`src/rtl/multicycle_ctrl_fsm.sv`:
```
// multicycle_ctrl_fsm: FETCH/DECODE/EXEC/MEM/WB control unit with trap, bus-timeout and retire counting
module multicycle_ctrl_fsm #(
  parameter int ALUCTRL_W = 4,
  parameter int TIMEOUT = 15,
  parameter int TO_W = 4,
  parameter int RET_W = 32
) (
  input  logic                 clk_i,
  input  logic                 rst_n_i,
  input  logic [31:0]          instr_i,
  input  logic                 mem_ready_i,
  output logic                 mem_req_o,
  output logic                 mem_we_o,
  output logic                 ir_we_o,
  output logic                 pc_we_o,
  output logic                 alu_src_o,
  output logic                 reg_write_o,
  output logic                 mem_to_reg_o,
  output logic [1:0]           shift_o,
  output logic [ALUCTRL_W-1:0] alu_ctrl_o,
  output logic                 branch_o,
  output logic                 jump_o,
  output logic                 trap_o,
  output logic                 bus_err_o,
  output logic [RET_W-1:0]     retired_o
);
  typedef enum logic [2:0] {FETCH, DECODE, EXEC, MEM, WB, TRAP} state_t;
  localparam logic [ALUCTRL_W-1:0] ALU_ADD = ALUCTRL_W'(4'b0010);
  localparam logic [ALUCTRL_W-1:0] ALU_SUB = ALUCTRL_W'(4'b0110);
  localparam logic [ALUCTRL_W-1:0] ALU_AND = ALUCTRL_W'(4'b0000);
  localparam logic [ALUCTRL_W-1:0] ALU_OR  = ALUCTRL_W'(4'b0001);
  localparam logic [ALUCTRL_W-1:0] ALU_IMM = ALUCTRL_W'(4'b1111);
  state_t state, nxt;
  logic [31:0] ir;
  logic [TO_W-1:0] cnt;
  logic is_ld, is_st, is_br, is_jmp;
  logic [6:0] opc, f7;
  logic [2:0] f3;
  logic d_r, d_i, d_ld, d_st, d_jr, d_j, d_br, d_legal, d_src;
  logic [1:0] d_shift;
  logic [ALUCTRL_W-1:0] d_alu;
  logic mem_phase, wait_c, timeout, done, pc_set, unused_ir;
  assign opc = ir[6:0];
  assign f3 = ir[14:12];
  assign f7 = ir[31:25];
  assign unused_ir = ^{ir[24:15], ir[11:7]};
  assign d_r = opc == 7'h33;
  assign d_i = opc == 7'h13;
  assign d_ld = opc == 7'h03;
  assign d_st = opc == 7'h23;
  assign d_jr = opc == 7'h67;
  assign d_j = opc == 7'h6F;
  assign d_br = opc == 7'h63;
  assign d_legal = d_r | d_i | d_ld | d_st | d_jr | d_j | d_br;
  assign d_src = d_i | d_ld | d_st | d_jr;
  assign d_shift = d_i ? (f3 == 3'b001 ? 2'b11 : 2'b10) : 2'b00;
  assign d_alu = d_r ? (f7 != 7'h00 ? ALU_SUB : f3 == 3'b000 ? ALU_ADD : f3 == 3'b111 ? ALU_AND : ALU_OR)
               : d_i ? ALU_IMM : d_br ? ALU_SUB : ALU_ADD;
  // A wait cycle is one where a request is on the bus and memory has not answered.
  assign mem_phase = state == FETCH || state == MEM;
  assign wait_c = mem_phase && mem_req_o && !mem_ready_i;
  assign timeout = wait_c && cnt == TO_W'(TIMEOUT - 1);
  assign done = mem_phase && mem_req_o && mem_ready_i;
  assign pc_set = (state == DECODE && d_legal && d_br) || nxt == WB || (state == MEM && done && is_st);
  always_comb begin
    nxt = state;
    case (state)
      FETCH:   nxt = timeout ? TRAP : done ? DECODE : FETCH;
      DECODE:  nxt = d_legal ? EXEC : TRAP;
      EXEC:    nxt = (is_ld || is_st) ? MEM : is_br ? FETCH : WB;
      MEM:     nxt = timeout ? TRAP : done ? (is_ld ? WB : FETCH) : MEM;
      WB:      nxt = FETCH;
      default: nxt = TRAP;
    endcase
  end
  always_ff @(posedge clk_i or negedge rst_n_i) begin
    if (!rst_n_i) begin
      state <= FETCH;
      ir <= '0;
      cnt <= '0;
      {is_ld, is_st, is_br, is_jmp} <= '0;
      {mem_req_o, mem_we_o, ir_we_o, pc_we_o, alu_src_o, reg_write_o, mem_to_reg_o} <= '0;
      {branch_o, jump_o, trap_o, bus_err_o} <= '0;
      shift_o <= '0;
      alu_ctrl_o <= '0;
      retired_o <= '0;
    end else begin
      state <= nxt;
      if (state == FETCH && done) ir <= instr_i;
      if (nxt != state && (nxt == FETCH || nxt == MEM)) cnt <= '0;
      else if (wait_c) cnt <= cnt + 1'b1;
      if (state == DECODE && d_legal) begin
        {is_ld, is_st, is_br, is_jmp} <= {d_ld, d_st, d_br, d_jr | d_j};
        alu_src_o <= d_src;
        mem_to_reg_o <= d_ld;
        shift_o <= d_shift;
        alu_ctrl_o <= d_alu;
      end
      mem_req_o <= nxt == FETCH || nxt == MEM;
      mem_we_o <= nxt == MEM && is_st;
      ir_we_o <= state == FETCH && done;
      pc_we_o <= pc_set;
      retired_o <= retired_o + RET_W'(pc_set);
      reg_write_o <= nxt == WB;
      jump_o <= nxt == WB && is_jmp;
      branch_o <= state == DECODE && d_legal && d_br;
      trap_o <= trap_o | (state == DECODE && !d_legal);
      bus_err_o <= bus_err_o | timeout;
    end
  end
endmodule
```
`config.mk`:
```
export PLATFORM = sky130hd
export DESIGN_NAME = multicycle_ctrl_fsm
export DESIGN_NICKNAME = d
export VERILOG_FILES = /design/src/rtl/multicycle_ctrl_fsm.sv
export SDC_FILE = /design/constraint.sdc
export NUM_CORES = 1
export LEC_CHECK = 0
export CORE_MARGIN = 4
export CORE_UTILIZATION = 50
export CTS_BUF_LIST = sky130_fd_sc_hd__clkbuf_4 sky130_fd_sc_hd__clkbuf_8 sky130_fd_sc_hd__clkbuf_16
export CTS_CLUSTER_DIAMETER = 50
export DETAILED_ROUTE_END_ITERATION = 16
export DONT_BUFFER_PORTS = 1
export SLEW_MARGIN = 10
export SYNTH_ARGS = -nofsm -noshare
export SYNTH_HDL_FRONTEND = slang
export SYNTH_SLANG_ARGS = --single-unit
```
`constraint.sdc`:
```
create_clock -name clk_i -period 2.6 [get_ports clk_i]
set_input_delay 0.39 -clock clk_i [delete_from_list [all_inputs] [get_ports clk_i]]
set_output_delay 0.39 -clock clk_i [all_outputs]
set_load 0.005 [all_outputs]
```
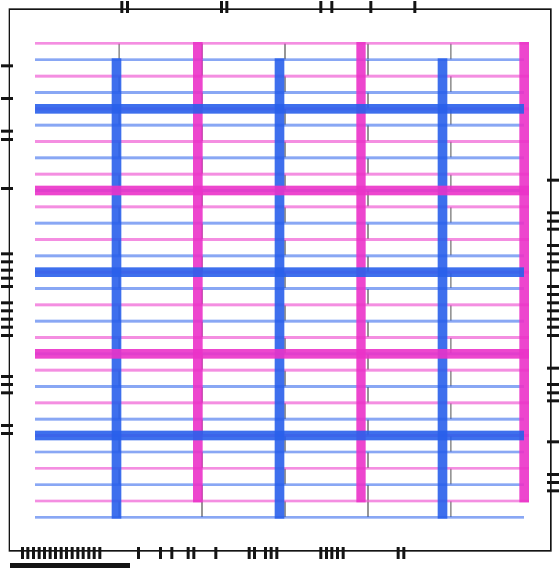
Fig. 1. Floorplan with the power grid.
Bar = 20 um. Pins as bars on the die edge. Tap cells in gray.
VSS: drawn in blue. VDD: drawn in magenta.
6 straps on met4. The core has 29 rows.

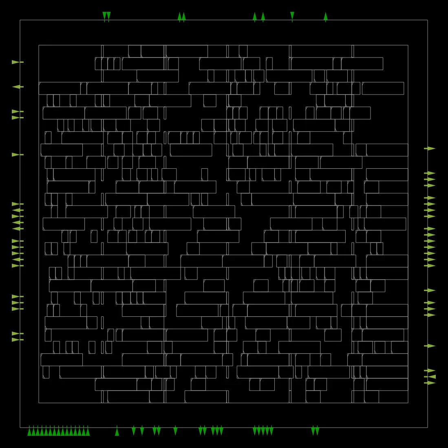
Fig. 2. Placement view.
placeable core region: 6420 um2
number of fill cells: 578
final core utilization: 59.0%
sequential cells: 76
floorplan row count: 29

==> summary.txt <==
Entry: Yosys synthesis followed by OpenROAD place and route.

Route:
- The run gives the number of DRC markers after the initial detailed-route iteration as 103.
- The run puts the total iterations of the first detailed-routing run at 4.
- The run gives the count of nets left with antenna violations after detail routing as 0.
- The run gives the post-detailed-route via-to-cell ratio as 5.46.
- The run gives the count of unresolved DRC violations after routing as 0.
- The run gives the post-route met1 wirelength as 3.04 mm.
- The run gives the met3 wire length as 438 um.
- The run gives the total number of vias as 2300.
- The run puts the total wire length after detailed routing at 6.52 mm.
- Per the detail_route log, met2 wirelength is 2.95 mm.
- After detailed routing, no signal wire sits above met4.

Power and ir drop:
- The run puts the clock network power share at 45.3%.
- The run puts the total power divided by cell area at 583 nW/um2.
- The run gives the switching portion of total power as 20.6%.
- The run gives the combinational share of power as 1.3%.
- The run gives the largest vdd supply drop as 0.303 mV.
- The analysis attributes to cell leakage a power of 1.88 nW.
- The run puts the power share of the sequential group at 53.5%.
- The run gives the net switching power as 0.456 mW.
- The run puts the internal power of the cells at 1.75 mW.

Worst setup path:
- The run gives the critical register-to-register path endpoint as retired_o[26].
- The run gives the flop-to-flop setup slack as 0.14 ns.
- The timing report gives the biggest stage delay along the critical path as 0.56 ns.
- STA classifies the critical path startpoint as a register.
- The run gives the number of cells traversed by the worst register-to-register path as 9.
- The run puts the worst path required time at 2.86 ns.
- The run gives the category of the worst setup path capture point as a register.
- The kind of cell with the highest combined delay along the critical path is simple AND/OR/NAND/NOR gates.
- The signal on the critical path passes through or4_1 > o31ai_1 > a21o_1 > ha_1 > ha_1 > nand2_1 > or3_1 > nor2_1 > xor2_1.
- The critical path maximum fanout is 4.
- The run gives the type of the worst setup path as reg -> reg.
- The run puts the worst endpoint data arrival time at 2.72 ns.
- For this design, the slowest cell found on the critical path is or4_1.
- The run gives the buffering stage count on the worst path with inverters included as 0.
- For the worst reg-to-reg path, the startpoint reported by OpenROAD is state[0].

Cells and area:
- The run gives the commonest non-fill, non-tap cell in the layout as nand2_1.
- The run gives the count of placed standard cells in the final layout, fillers left out as 421.
- The number of antenna diodes in the final layout is 0.
- The run puts the area growth from synthesis to layout at 13.0%.

Synthesis:
- The run gives the summed instance area of the synthesized netlist as 3350 um2.
- The run puts the count of synthesis-stage warnings from yosys at 0.
- The run gives the portion of the post-synthesis area used by sequential elements as 56.7%.
- The run puts the gate count after technology mapping at 319.
- The run gives the number of flops mapped to enable cells by yosys as 0.
- The run gives the area of the synthesized netlist per yosys stat as 3350 um2.
- In the Yosys stats the netlist draws on 52 distinct library cells.
- The run puts the post-synthesis cell count from yosys at 319.
- The run gives the post-synthesis net count as 358.
- Once synthesis finished, the tally of register bits stood at 76.

Clock network:
- The run puts the clock latency of the later-clocked register in the worst-skew pair at 0.34 ns.
- The run puts the number of gates resized after cts at 0.
- The run gives the CTS clock-pin slew for the worst setup and hold paths as 0.08 ns.
- TritonCTS built the clock tree.
- The run gives the hold buffer count at CTS as 2.
- The run puts the number of buffers inserted during clock tree synthesis at 9.
- In this run the number of H-tree levels came out at 3.
- The run puts the total clock sinks at 76.
- Looking at the post-CTS report, the setup buffer insertion count equals 0.
- The tree is rooted in a clkbuf_8.

Timing:
- The run puts the setup TNS at 0 ns.
- The run puts the worst setup skew after layout at 0.00908 ns.
- The run gives the setup-violating endpoint count in the final report as 0.
- For this run, the top clock speed supported by timing is 0.407 GHz.
- The run puts the worst-margin pin slew at 0.547 ns.
- The run puts the minimum period implied by the final worst setup slack at 2.46 ns.
- The run gives the worst hold slack after final layout as 0.148 ns.

Hold path:
- The run gives the endpoint of the worst hold-timing path as ir[6].
- The run gives the worst min-delay path class as in -> reg.
- The launch point of the worst min-delay path is recorded as instr_i[6].

Global routing:
- The run puts the met3 layer usage reported by global route at 4.92%.
- The run puts the pin count of the biggest net entering global routing at 77.
- The run gives the global-route track usage on met2 as 25.9%.
- The first global-routing pass estimated 11.4 mm of wire.
- The run gives the layer carrying the most global-route usage as met2.
- The number of global-route vias before repair is 2311.
- The run gives the routing usage on met1 as 23.7%.
- Summed over all layers, the global routing overflow is 0.
- The run gives the initial antenna violation count as 0.

Floorplanning:
- The run gives the full die area as 8080 um2.
- The run puts the floorplan utilization at 52.2%.
- From left edge to right edge, the die measures 89.9 um.
- The run gives the y dimension of the die as 89.9 um.

Job:
- The run gives the number of max-capacitance violations reported as 0.

Place:
- The run puts the detailed placer's ending HPWL at 4.58 mm.
- Including well taps, the total number of placed cells is 402.
- The run gives the final estimated routing congestion in global placement as 0.802.

Outcome:
- The run finished with clean final reports.
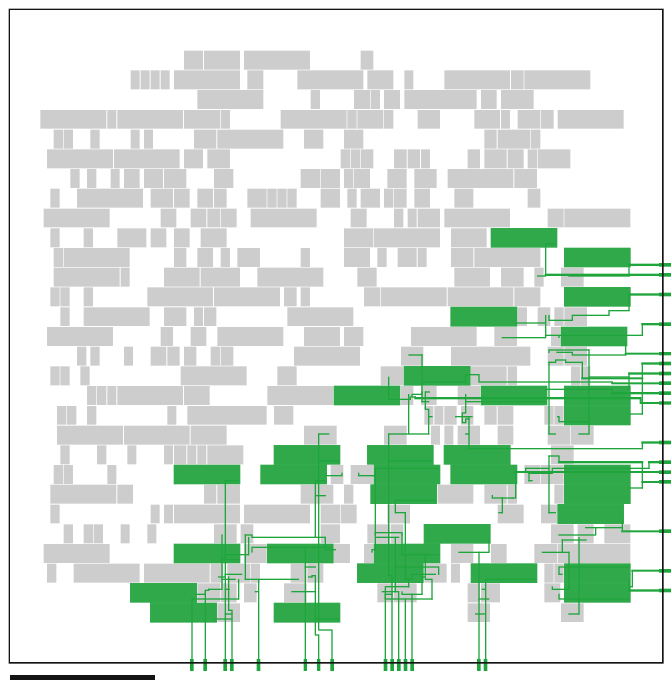
Fig. 3. Wires at chosen ports, followed through buffers.
Bar = 20 um.
`retired_o`: drawn in green, bits 32, direction output, edge 17 right, 15 bottom, end cells 32, buffers 0, wire 969 um.
number of buffer cells added on primary ports: 0
I/O pin cnt: 84

## flip-flops by register name (all words and copies together) (netlist names)
| name | count |
|---|---|
| jump_o | 1 |
| branch_o | 1 |
| pc_we_o | 1 |
| retired_o | 32 |
| mem_to_reg_o | 1 |
| alu_ctrl_o | 4 |
| state | 3 |
| bus_err_o | 1 |
| is_st | 1 |
| trap_o | 1 |
| ir_we_o | 1 |
| reg_write_o | 1 |
| is_br | 1 |
| shift_o | 2 |
| mem_req_o | 1 |
| is_jmp | 1 |
| cnt | 4 |
| mem_we_o | 1 |
| ir | 17 |
| alu_src_o | 1 |
## cells by family after synthesis
group | share of synthesized area [%]
compound gates | 5.94
xor+xnor | 9.44
fa+ha+maj | 1.49
buf+inv | 1.83
flops | 56.7
mux | 0.597
simple gates | 24.0
## power by group through the flow
stage	combinational, mW	sequential, mW	clock (mW)
after floorplan	0.000336	1.20	0
after global placement	0.000336	1.20	0
after detailed placement	0.000336	1.20	0
after CTS	0.0299	1.18	1.02
after global routing	0.0337	1.18	1.08
final	0.0279	1.18	1.00
## cell type report
cell class                 instances  area (um2)
fill                             578        2630
sequential                        76        1900
multi-input combinational        230        1410
clock buffer                      10         138
timing repair buffer              14         128
tap                               77        96.3
clock inverter                     6        86.3
inverter                           8        30.0
## synth_stat cells (2+ instances only)
library cell / count / area share (%)
or3_1: 6 / 1.1
nor3_1: 3 / 0.45
o21ai_1: 2 / 0.30
nor2b_1: 2 / 0.37
xor2_1: 8 / 2.1
ha_1: 4 / 1.5
and4_1: 4 / 1.0
nand2_1: 80 / 9.0
nand3_1: 15 / 2.2
nor2_1: 13 / 1.5
a21o_1: 3 / 0.67
mux2i_1: 2 / 0.60
o22ai_1: 2 / 0.37
dfrtp_1: 76 / 57
inv_1: 6 / 0.67
clkbuf_1: 2 / 0.22
and3_1: 7 / 1.3
nor3_2: 2 / 0.60
o21ai_0: 3 / 0.45
a21oi_1: 8 / 1.2
a22o_1: 2 / 0.52
nand2b_1: 4 / 0.75
and2_1: 5 / 0.93
xnor2_1: 25 / 6.5
nand4_1: 8 / 1.5
## worst max path at each step
stage                       startpoint             to  slack, ns  cells after the start
after floorplan           mem_to_reg_o  retired_o[26]       0.22                      9
after global placement           ir[3]  retired_o[26]       0.18                     10
after detailed placement      state[0]  retired_o[26]       0.15                      9
after CTS                     state[0]  retired_o[26]       0.12                      9
after global routing          state[0]  retired_o[30]       0.02                      9
final                         state[0]  retired_o[26]       0.14                      9
## worst register-to-register path, stage by stage (launching register included)
cell     delay [ns]
dfrtp_1        0.41
or4_1          0.56
o31ai_1        0.09
a21o_1         0.19
ha_1           0.21
ha_1           0.18
nand2_1        0.12
or3_1          0.36
nor2_1         0.12
xor2_1         0.15
## through the flow
step / setup WS, ns / util, % / total power [mW] / area (um2)
floorplan: 0.225 / - / 1.21 / 3350
global placement: 0.181 / 54.5 / 1.20 / 3500
detailed placement: 0.149 / 54.5 / 1.20 / 3500
CTS: 0.122 / 58.6 / 2.23 / 3760
global route: 0.0175 / 59.0 / 2.29 / 3790
finish: 0.145 / 59.0 / 2.21 / 3790
No activity file was given, so power comes from the tool's default toggle rates.
